<file path="src/rtl/core_refill_arbiter.sv">
// rtl/core_refill_arbiter.sv - arbiter sharing one refill/uncached bus between fetch (I) and dcache (D)
module core_refill_arbiter #(
  parameter int unsigned STARVE_LIMIT = 15
) (
  input  logic        clk,
  input  logic        rst,
  input  logic        i_req_valid,
  output logic        i_req_ready,
  input  logic [31:0] i_req_addr,
  input  logic [7:0]  i_req_len,
  input  logic        i_clr,
  output logic        i_rvalid,
  output logic [31:0] i_rdata,
  output logic        i_rlast,
  input  logic        d_req_valid,
  output logic        d_req_ready,
  input  logic [31:0] d_req_addr,
  input  logic [7:0]  d_req_len,
  input  logic        d_req_write,
  input  logic        d_wvalid,
  output logic        d_wready,
  input  logic [31:0] d_wdata,
  input  logic [3:0]  d_wstrb,
  input  logic        d_wlast,
  output logic        d_rvalid,
  output logic [31:0] d_rdata,
  output logic        d_rlast,
  output logic        m_avalid,
  input  logic        m_aready,
  output logic [31:0] m_aaddr,
  output logic [7:0]  m_alen,
  output logic        m_awrite,
  output logic        m_wvalid,
  input  logic        m_wready,
  output logic [31:0] m_wdata,
  output logic [3:0]  m_wstrb,
  output logic        m_wlast,
  input  logic        m_rvalid,
  input  logic [31:0] m_rdata,
  input  logic        m_rlast,
  input  logic        m_bvalid,
  output logic        bus_busy_o
);

  typedef enum logic [2:0] {
    S_IDLE  = 3'd0,
    S_ADDR  = 3'd1,
    S_RDATA = 3'd2,
    S_WDATA = 3'd3,
    S_WRESP = 3'd4
  } state_t;

  localparam logic [7:0] LIMIT = 8'(STARVE_LIMIT);

  state_t      state_q, state_d;
  logic        owner_is_d_q, owner_is_d_d;
  logic        write_q, write_d;
  logic [31:0] addr_q, addr_d;
  logic [7:0]  len_q, len_d;
  logic        drop_q, drop_d;
  logic [7:0]  starve_q, starve_d;

  logic i_eff, i_grant, d_grant;
  logic rd_i, rd_d, wr_phase;

  // Grants are suppressed while rst is held so the reset cycle shows all-zero outputs.
  always_comb begin
    i_eff   = i_req_valid & ~i_clr;
    i_grant = (state_q == S_IDLE) & ~rst & i_eff & (~d_req_valid | (starve_q == LIMIT));
    d_grant = (state_q == S_IDLE) & ~rst & ~i_grant & d_req_valid;
  end

  always_comb begin
    rd_i     = (state_q == S_RDATA) & ~owner_is_d_q;
    rd_d     = (state_q == S_RDATA) & owner_is_d_q;
    wr_phase = (state_q == S_WDATA);

    i_req_ready = i_grant;
    d_req_ready = d_grant;

    m_avalid = (state_q == S_ADDR);
    m_aaddr  = addr_q;
    m_alen   = len_q;
    m_awrite = write_q;

    i_rvalid = rd_i & ~drop_q & m_rvalid;
    i_rlast  = i_rvalid & m_rlast;
    i_rdata  = rd_i ? m_rdata : 32'd0;
    d_rvalid = rd_d & m_rvalid;
    d_rlast  = d_rvalid & m_rlast;
    d_rdata  = rd_d ? m_rdata : 32'd0;

    m_wvalid = wr_phase & d_wvalid;
    d_wready = wr_phase & m_wready;
    m_wdata  = wr_phase ? d_wdata : 32'd0;
    m_wstrb  = wr_phase ? d_wstrb : 4'd0;
    m_wlast  = wr_phase & d_wlast;

    bus_busy_o = (state_q != S_IDLE);
  end

  always_comb begin
    state_d      = state_q;
    owner_is_d_d = owner_is_d_q;
    write_d      = write_q;
    addr_d       = addr_q;
    len_d        = len_q;
    case (state_q)
      S_IDLE: begin
        if (i_grant) begin
          owner_is_d_d = 1'b0;
          write_d      = 1'b0;
          addr_d       = i_req_addr;
          len_d        = i_req_len;
          state_d      = S_ADDR;
        end else if (d_grant) begin
          owner_is_d_d = 1'b1;
          write_d      = d_req_write;
          addr_d       = d_req_addr;
          len_d        = d_req_len;
          state_d      = S_ADDR;
        end
      end
      S_ADDR: begin
        if (m_aready) state_d = write_q ? S_WDATA : S_RDATA;
      end
      S_RDATA: begin
        if (m_rvalid & m_rlast) state_d = S_IDLE;
      end
      S_WDATA: begin
        if (m_wvalid & m_wready & m_wlast) state_d = S_WRESP;
      end
      S_WRESP: begin
        if (m_bvalid) state_d = S_IDLE;
      end
      default: state_d = S_IDLE;
    endcase
  end

  // A cancelled I read still runs to m_rlast on the bus; only delivery to the frontend stops.
  always_comb begin
    drop_d = drop_q | (i_clr & ~owner_is_d_q & ((state_q == S_ADDR) | (state_q == S_RDATA)));
    if (state_d == S_IDLE) drop_d = 1'b0;

    if (i_grant | i_clr | ~i_req_valid) begin
      starve_d = 8'd0;
    end else if (starve_q != LIMIT) begin
      starve_d = starve_q + 8'd1;
    end else begin
      starve_d = starve_q;
    end
  end

  always_ff @(posedge clk) begin
    if (rst) begin
      state_q      <= S_IDLE;
      owner_is_d_q <= 1'b0;
      write_q      <= 1'b0;
      addr_q       <= 32'd0;
      len_q        <= 8'd0;
      drop_q       <= 1'b0;
      starve_q     <= 8'd0;
    end else begin
      state_q      <= state_d;
      owner_is_d_q <= owner_is_d_d;
      write_q      <= write_d;
      addr_q       <= addr_d;
      len_q        <= len_d;
      drop_q       <= drop_d;
      starve_q     <= starve_d;
    end
  end

endmodule

</file>
<file path="config.mk">
export PLATFORM = sky130hd
export DESIGN_NAME = core_refill_arbiter
export DESIGN_NICKNAME = d
export VERILOG_FILES = /design/src/rtl/core_refill_arbiter.sv
export SDC_FILE = /design/constraint.sdc
export NUM_CORES = 1
export LEC_CHECK = 0
export ABC_AREA = 0
export CAP_MARGIN = 15
export CORE_AREA = 3 3 121 123
export DETAILED_ROUTE_END_ITERATION = 12
export DIE_AREA = 0 0 124 126
export PLACE_DENSITY = 0.68
export SLEW_MARGIN = 10
export SYNTH_ARGS = -nofsm -noshare
export SYNTH_HDL_FRONTEND = slang
export SYNTH_SLANG_ARGS = --single-unit
</file>
<file path="constraint.sdc">
create_clock -name clk -period 4.7 [get_ports clk]
set_input_delay 0.47 -clock clk [delete_from_list [all_inputs] [get_ports clk]]
set_output_delay 0.47 -clock clk [all_outputs]
set_load 0.005 [all_outputs]
</file>
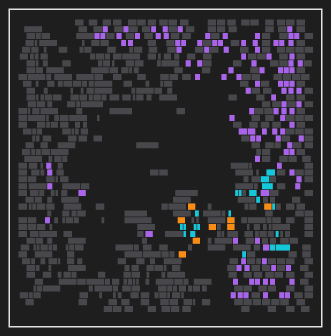
Run 1: gate families picked out
| color | family | cells |
|---|---|---|
| cyan | nor cells | 20 |
| orange | xor and xnor cells | 8 |
| purple | and/or cells | 112 |
Finished Layout Cells: 895
fraction of area in multi-input gates: 30.7%
most frequent logic cell in the layout: clkdlybuf4s50_1

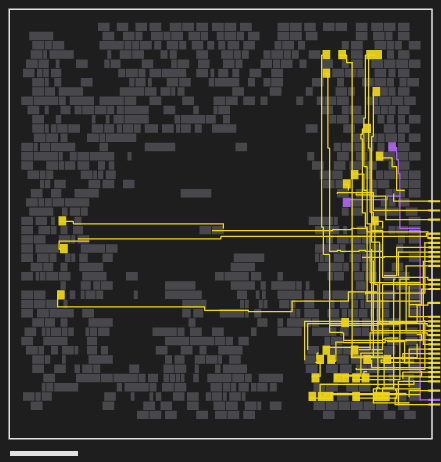
Run 1: port wiring
The bar under the picture is 20 um long.
| color | port | direction | edge | end cells | buffers | wire |
|---|---|---|---|---|---|---|
| yellow | d_wdata | input | east | 32 | 32 | 2100 um |
| purple | d_wlast | input | east | 2 | 1 | 107 um |

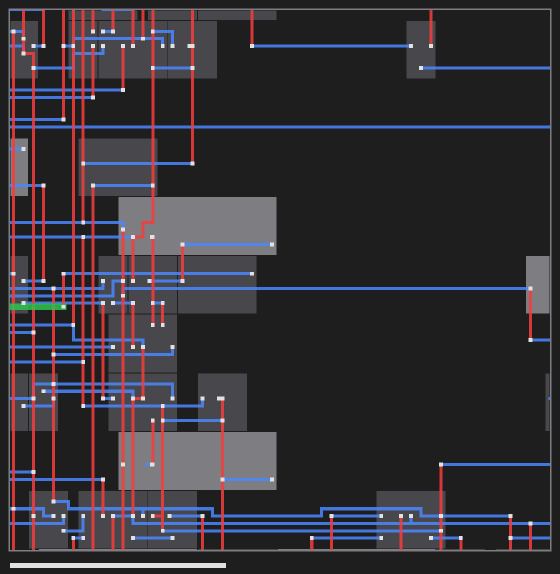
Run 1: close-up of the layout
The bar under the picture is 10 um long. Region (18, 19) to (43, 44) um. Cells in gray, sequential cells in the stronger gray; small squares are vias.
| color | layer |
|---|---|
| red | M2 |
| blue | M1 |
| green | M3 |
sequential cells in the window: 2
cells with their middle in the window: 19
most frequent: o221ai_1 (5), nand2_1 (4), nand2b_1 (4)
netlist names of flops here include: m_aaddr (2)

==> impl_metrics.ini, run 1 <==
; yosys + openroad results
[outcome]
status = completed

[die]
core_um2 = 13800
die_x_um = 124
rows = 43
tapCellCount = 180
die-area_um2 = 15600

[worst_setup_path]
end_kind = output port
r2r-end = m_aaddr[29]
critPathMaxFanout = 5
crit_type = flop to output port
critPathBufInv = 1
cp_num_cells = 6
crit_required_ps = 4230
critPathCapture = d_req_ready
r2r_start = state_q[0]
startpoint_type = flop

[pwr]
swShare_pct = 25.6
p_int_mw = 1.02
ir_drop_mv = 0.139
p_comb_uw = 399
p_comb_share_pct = 29.2
clock_power_share_pct = 32.1
power_leakage_nw = 2.39
seqPwrFrac_pct = 38.7
seq-power_uw = 528

[sta]
slew-limit-headroom_pct = 44.8
fin_crit_ps = 2890
slew_viol_final = 0
worstMarginPinSlew_ps = 827
fmax_mhz = 346
grt_setup_unrepaired = no
finalCritPeriodShare_pct = 61.5
finClkSkew_ps = 3.02
final_hold_viol_count = 0

[global_route]
use_met2_pct = 35.2
grt_start_max_net_pins = 84
gr-usage-met3_pct = 5.97
antenna_found_initial = 0
grtUsageTotal_pct = 19.8
grt_busiest_layer = met2
grt_pass1_wl_um = 23700
overflow = 0
grt_pass1_vias = 4194

[logic_synthesis]
synth-seq-area-share_pct = 32.7
ys_top_logic_family = simple AND/OR/NAND/NOR gates
avgSynthCellArea_um2 = 7.76
yosys_cells = 426
mux_area_share_pct = 0.303
synth.distinct_cells = 37
common_cells = and2_1 (105), dfxtp_1 (54), nand2_1 (45)
async_reset_ff_share_pct = 0
ys_area_um2 = 3310
ys.flops = 54
ys_sh_xor_pct = 2.12
synthSimpleGateAreaFrac_pct = 44.8
syn_inst = 426
synth_top_cell_by_count = and2_1
yosysTopAreaCellShare_pct = 32.7

[finish]
n_antenna_cell = 0
most-common-layout-cells = clkdlybuf4s50_1 (311), and2_1 (104), dfxtp_1 (54), nand2_1 (45), nand2b_1 (43)
fillers = 1331
final_core_util_pct = 48.8
largest_reg_flops = 32
num-nonclk-inverters = 3
clk_share_pct = 2.59
synthToLayoutAreaGrowth_pct = 103
regArea_um2 = 1080
seq_share_pct = 16.1
layout.nets = 876
bufAreaShareNonClock_pct = 47.1
buffers_excl_clock = 319

[route]
m1WireLength_um = 6320
dr_total_vias = 4209
drt_pass1_iterations = 4
first_iter_violations = 184
dr.max_layer_used = met4
final_antenna_net_count = 0
wl_per_cell_um = 18.6

[placed_design]
dp.final_hpwl_um = 13300
pre_cts_slack_ps = 1810
numPortBuffers = 312
place_congestion = 0.835
place_inst = 887
placed_area_um2 = 6550

[clock_tree]
clk_latency_ps = 290
clockRootBuffer = clkbuf_16
cts.sinks = 54
numCtsBuffers = 5
cts_buffer_depth = 2
clk_pin_slew_ps = 70

[flow_run]
drv_cap = 0
warnings = 26

[worst_hold_path]
hold_end = starve_q[1]
holdCritStartpoint = starve_q[1]
hold_path_class = flop to flop
hold_depth = 2
==> run 2: changes to the inputs <==
clock period = 2.7 ns   (was 4.7 ns; I/O delays follow)
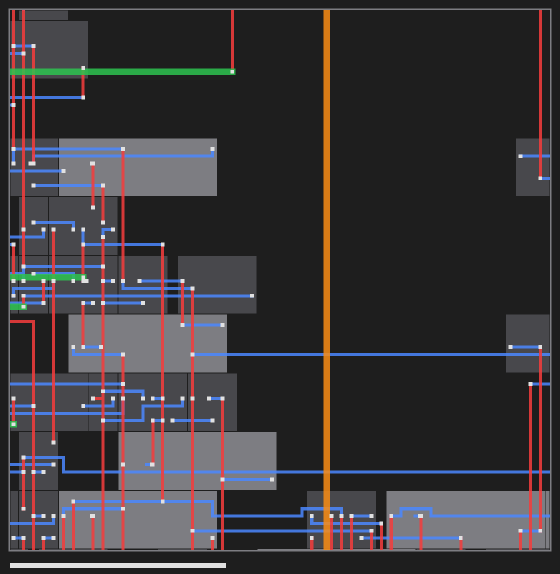
Run 2: close-up of the layout
The bar under the picture is 10 um long. Region (18, 19) to (43, 44) um. Cells in gray, sequential cells in the stronger gray; small squares are vias.
| color | layer |
|---|---|
| blue | M1 |
| red | M2 |
| orange | M4 |
| green | M3 |
sequential cells in the window: 5
most frequent: dfxtp_1 (5), o221ai_1 (4), clkdlybuf4s50_1 (4)
cells with their middle in the window: 21
netlist names of flops here include: m_aaddr (5)

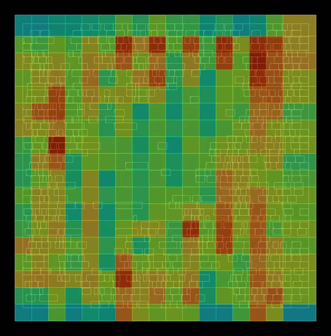
Run 2: congestion heat map
global route hottest layer: met2
met1 Track Usage GR: 21.4%
WL/cell: 18.2 um
met2 global-route usage: 34.3%

==> impl_metrics.ini, run 2 <==
; yosys + openroad results
[outcome]
status = completed

[global_route]
grt_start_max_net_pins = 83
grt_pass1_vias = 4177
gr-usage-met3_pct = 7.00
antenna_found_initial = 0
grt_pass1_wl_um = 23600

[placed_design]
placed_area_um2 = 6590
numPortBuffers = 312
pre_cts_slack_ps = 386
place_congestion = 0.777
place_inst = 890
dp.final_hpwl_um = 13100

[clock_tree]
clk_latency_ps = 290
clk_pin_slew_ps = 80
cts_buffer_depth = 2
clockRootBuffer = clkbuf_16
cts.sinks = 54

[worst_hold_path]
holdCritStartpoint = rst
hold_depth = 2
hold_end = m_awrite

[flow_run]
drv_cap = 0

[finish]
lay_top_count = clkdlybuf4s50_1
n_antenna_cell = 0
sh_comb_area_pct = 30.5
fillers = 1371
regArea_um2 = 1080
num-nonclk-inverters = 3
layout.nets = 879
final-instance-count-excl-fill = 898
buffers_excl_clock = 322
clk_share_pct = 2.57
most-common-layout-cells = clkdlybuf4s50_1 (311), and2_1 (104), dfxtp_1 (54), nand2_1 (45), nand2b_1 (43)
synthToLayoutAreaGrowth_pct = 104
seq_share_pct = 16.0
final_core_util_pct = 49.1

[logic_synthesis]
common_cells = and2_1 (105), dfxtp_1 (54), nand2_1 (45)
synth-seq-area-share_pct = 32.7
ys_top_logic_family = simple AND/OR/NAND/NOR gates
yosysTopAreaCellShare_pct = 32.7
avgSynthCellArea_um2 = 7.76
synthSimpleGateAreaFrac_pct = 44.8
yosys_cells = 426
ys.flops = 54
synth_top_cell_by_count = and2_1
syn_inst = 426
ys_sh_xor_pct = 2.12
mux_area_share_pct = 0.303
async_reset_ff_share_pct = 0

[pwr]
seq-power_uw = 920
p_comb_share_pct = 29.1
clock_power_share_pct = 32.2
ir_drop_mv = 0.251
seqPwrFrac_pct = 38.7
swShare_pct = 25.5
p_comb_uw = 693
power_leakage_nw = 2.41

[worst_setup_path]
critPathCapture = d_req_ready
r2r_start = state_q[0]
startpoint_type = flop
critPathMaxFanout = 5
cp_num_cells = 6
crit_required_ps = 2430

[sta]
finalCritPeriodShare_pct = 93.4
finClkSkew_ps = 4.95
fmax_mhz = 396
grt_setup_unrepaired = no
slew_viol_final = 0
fin_crit_ps = 2520
slew-limit-headroom_pct = 66.7
worstMarginPinSlew_ps = 495

[route]
first_iter_violations = 163
dr_total_vias = 4220
final_antenna_net_count = 0
dr.max_layer_used = met4

[die]
die_x_um = 124
tapCellCount = 180
core_um2 = 13800
die-area_um2 = 15600
rows = 43
==> run 3: changes to the inputs <==
clock period = 3.1 ns   (was 2.7 ns; I/O delays follow)
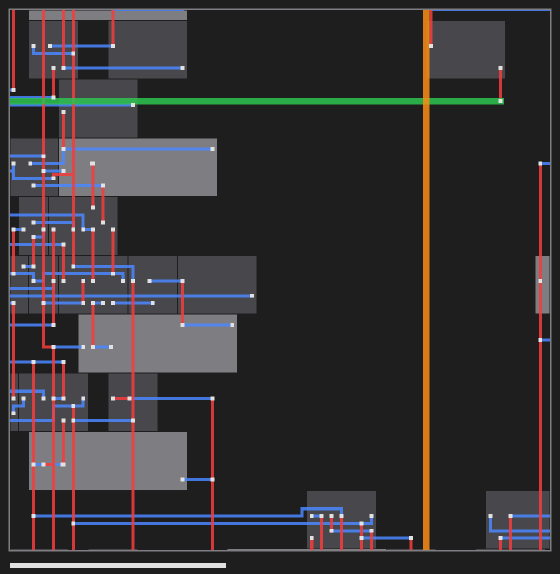
Run 3: close-up of the layout
The bar under the picture is 10 um long. Region (18, 19) to (43, 44) um. Cells in gray, sequential cells in the stronger gray; small squares are vias.
| color | layer |
|---|---|
| green | M3 |
| red | M2 |
| blue | M1 |
| orange | M4 |
cells with their middle in the window: 18
most frequent: clkdlybuf4s50_1 (5), nand2b_1 (4), o221ai_1 (4)
netlist names of flops here include: m_aaddr (3)
sequential cells in the window: 3

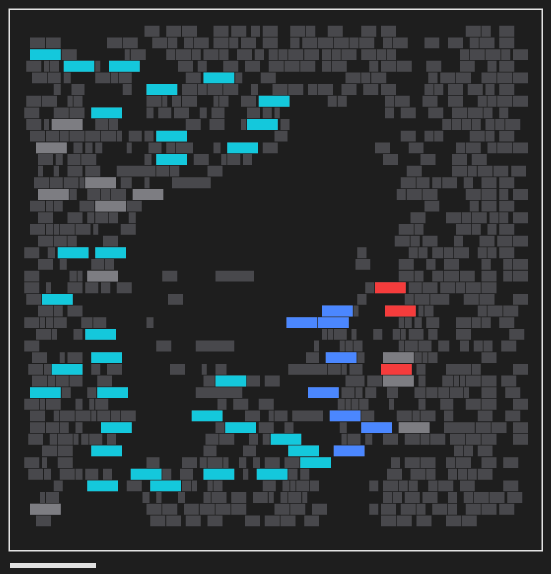
Run 3: register map, names as in the netlist
The bar under the picture is 20 um long.
| color | netlist name | placed flops |
|---|---|---|
| red | state_q | 3 |
| cyan | m_aaddr | 32 |
| blue | starve_q | 8 |
not colored: 11

==> impl_metrics.ini, run 3 <==
; yosys + openroad results
[logic_synthesis]
avgSynthCellArea_um2 = 7.76
synthSimpleGateAreaFrac_pct = 44.8
synth.distinct_cells = 37
async_reset_ff_share_pct = 0
yosys_cells = 426
ys_area_um2 = 3310
synth-seq-area-share_pct = 32.7
yosysTopAreaCellShare_pct = 32.7
ys.flops = 54
synth_top_cell_by_count = and2_1
ys_sh_xor_pct = 2.12
ys_top_logic_family = simple AND/OR/NAND/NOR gates

[clock_tree]
cts.sinks = 54
cts_buffer_depth = 2
clk_latency_ps = 290
clk_pin_slew_ps = 70

[sta]
finalCritPeriodShare_pct = 83.7
fmax_mhz = 386
fin_crit_ps = 2590
slew_viol_final = 0
finClkSkew_ps = 5.26
grt_setup_unrepaired = no

[global_route]
grt_start_max_net_pins = 83
use_met2_pct = 33.6
grt_pass1_vias = 4184
overflow = 0
met1_usage_pct = 21.6
grt_pass1_wl_um = 23300

[pwr]
p_comb_share_pct = 29.3
seqPwrFrac_pct = 38.8
swShare_pct = 25.3
power_leakage_nw = 2.40
p_comb_uw = 605
seq-power_uw = 800
p_int_mw = 1.54

[flow_run]
warnings = 26
drv_cap = 0

[finish]
buffers_excl_clock = 320
final_core_util_pct = 49.0
lay_top_count = clkdlybuf4s50_1
n_antenna_cell = 0
num-nonclk-inverters = 3
fillers = 1322
largest_reg_flops = 32
synthToLayoutAreaGrowth_pct = 104

[placed_design]
place_inst = 888
place_congestion = 0.829
placed_area_um2 = 6570
dp.final_hpwl_um = 13100
pre_cts_slack_ps = 661

[route]
final_antenna_net_count = 0
dr.max_layer_used = met4
wl_per_cell_um = 18.2

[worst_setup_path]
startpoint_type = flop
critPathMaxFanout = 22
crit_type = flop to output port
end_kind = output port
critPathCapture = m_wdata[28]
cp_num_cells = 4

[worst_hold_path]
hold_depth = 2
holdCritStartpoint = rst
hold_path_class = primary input to flop

[die]
die-area_um2 = 15600
core_um2 = 13800
die_x_um = 124
rows = 43

[outcome]
status = completed
